Design poved_decoder_scan_flat, sky130hd; sources not shown.
==> images/flops_by_reg.png <==
Scale: 6 px per um. Other sequential cells in the stronger gray, the rest of the logic in the fainter gray.
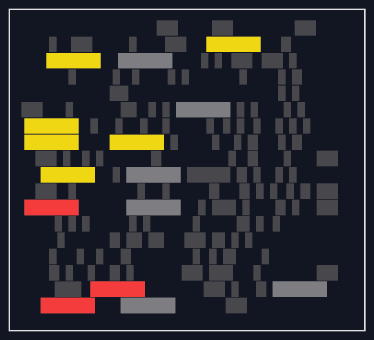
red -> u_core.dwell_q  # placed flops 3
yellow -> u_core.dec_if.b  # placed flops 6
Final Core Density: 0.388
sequential power: 0.317 mW
sequential cell area: 375 um2

==> images/cell_density.png <==
Scale: 6 px per um. The die is cut into 12 by 11 equal tiles; black is low, pale yellow is high, 0 to 100% covered.
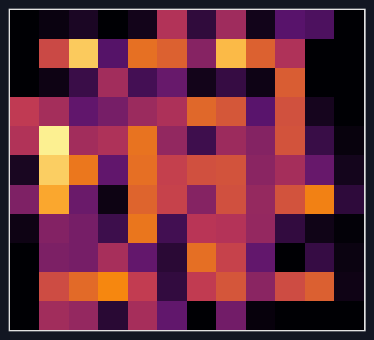
nearly empty tiles = 15%
fullest tile = 97%
tiles over 75% full = 3.8%
densest ninth of the die = middle
fp util: 0.296
core area: 0.00277 mm2

==> images/clocks.png <==
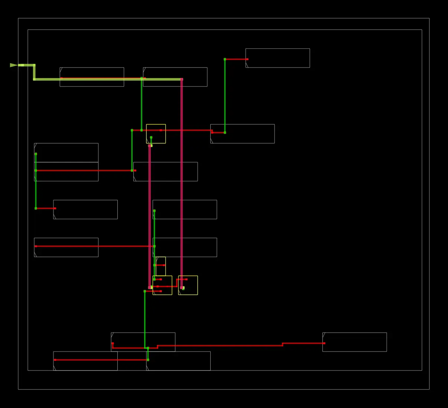
flip-flops: 15
Clock net power: 0.145 mW
# clk buffers: 4
clk sinks: 15

==> Changelog: implementation <==
### Physical design

* Chip Width at 59.0 um
* Power per Cell Area at between 600 and 700 mW/mm2
* Max-area cell class: combinational gates
* 1st-iter DRT viols at 14
* Simple share at 0.405
* I/O pin total at 19
* Total number of vias at about 740
* M2 GR Usage at 0.263
* Most frequent logic cell in the layout: nand2_1
* CP Data Arrival Time at around 1.3 ns
* Clock share of power at 0.222
* ANT cells at 0
* Fin worst setup slack at between 0.7 and 0.8 ns
* Final setup vio count at 0
* Setup TNS at 0 ns
* Internal power at 0.442 mW
* Most Used Layer, Global Route: met2
* Die area at 0.00315 mm2
* Highest Signal Layer: met4
* Metal-1 WL at between 1000 and 1500 um
* Cell Chain, Critical Path: clkdlybuf4s50_1
* Tool warning count at 26
* Multi-In Gates at approximately 83
* Routed wire length at around 2200 um
* Crit path required time at a little under 2 ns
* Hold Vio Cnt, Final at 0
* GR Util All Layers at 0.178
* Cells in synth_stat.txt at about 110
* Slew @ Worst Pin at 0.728 ns
* Buffering overhead at 0.167
* Setup slack at placement at approximately 0.68 ns
* Worst hold path class: reg2reg
* Antenna violations before repair at 0
* Area share, top type at 0.458
* Leakage power at 0.573 nW
* Mapped Nets at between 100 and 150
* Met1 Use GR at 0.241
* Tmin final at ~1.7 ns
* Nets at around 150
* Final clock-cell share at 0.0244
* Flop pwr share at 0.486
* Fmax at 591 MHz
* Slew Viols, Final at 0
* Met2 WL post-DR at 881 um
* Inverters at 16
* Critical path endpoint category: primary output
* Area grow syn2layout at 31.3%
* Slowest cell delay on critical path at ~0.54 ns
* Aoi share at 0.0427
* Drt via density at 4.20
* Cell Area, Synth at about 820 um2
* First-pass GRT wire length at between 3000 and 4000 um
* Fraction of registers with async set/reset at 1.00
* Share of cells above drive strength 1 at 0.0809
* Synth logic family: simple AND/OR/NAND/NOR gates
* CTS buffer count at 3
* Placed insts at 172
* Top Layout Cells: nand2_1 (51), clkdlybuf4s50_1 (18), dfrtp_1 (15)
* Flop2flop setup slack at between 1 and 1.5 ns
* Avg WL per Cell at 12.3 um
* Largest net degree at the start of global routing at 16
* Synth flops at 15
* Design area at between 0.001 and 0.0015 mm2
* Tcrit/Tclk final at 0.705
* Status: completed
* Worst vdd ir at ~0.00023 V
* Filler cells at 360
* Met3 usage at 0.0318
* Synth Flop Type: dfrtp_1
* Area leader, netlist: dfrtp_1
* Top pwr grp: registers
* Max reg flops at 6
* Mux area share at 0
* Worst Setup Start Kind: register
* Post-Layout Cell Count at roughly 180
* Worst-Skew Late Latency at 0.28 ns
* Power of the combinational group at around 0.19 mW
* CTS Buffer Depth at 2
* Synthesized area per cell at 7.19 um2
* Worst Path Buf+Inv at 1
* Post-route ant nets at 0
* Vias in the first global route at approximately 850
* Dpl hpwl at approximately 1800 um
* Yosys Chip Area at slightly above 800 um2
* Rel. slew slack at 0.513
* Combinational share of power at 0.292
* Top delay family on crit path: buffers and inverters
* Pwr Total at about 0.65 mW
* Logic area at about 380 um2
* Slowest CP cell: clkdlybuf4s50_1
* Die Ht at ~53 um
* Worst reg-to-reg path cell count at 7
* Worst-path maximum fanout at 6
* Worst hold path depth at 2
* RSZ-0062 raised after global routing: false
* Final Hold Slack at roughly 0.44 ns
* # rows at 18
* Grt ovf at 0
* Root Buffer: clkbuf_4
* Crit Path Category: reg2out
* Drt drc at 0
* Max cap viols at 0
* CTS tree: yes
* XOR/XNOR Area Share at 0
* IO buf count at 18
* Bufs w/o clock at 18
* N_taps at 40
* Post-synth seq share at 0.458
* Yosys adder share at 0.0153
* Wire length on met3 at 50 um
Power is estimated from default activity; no workload was simulated.
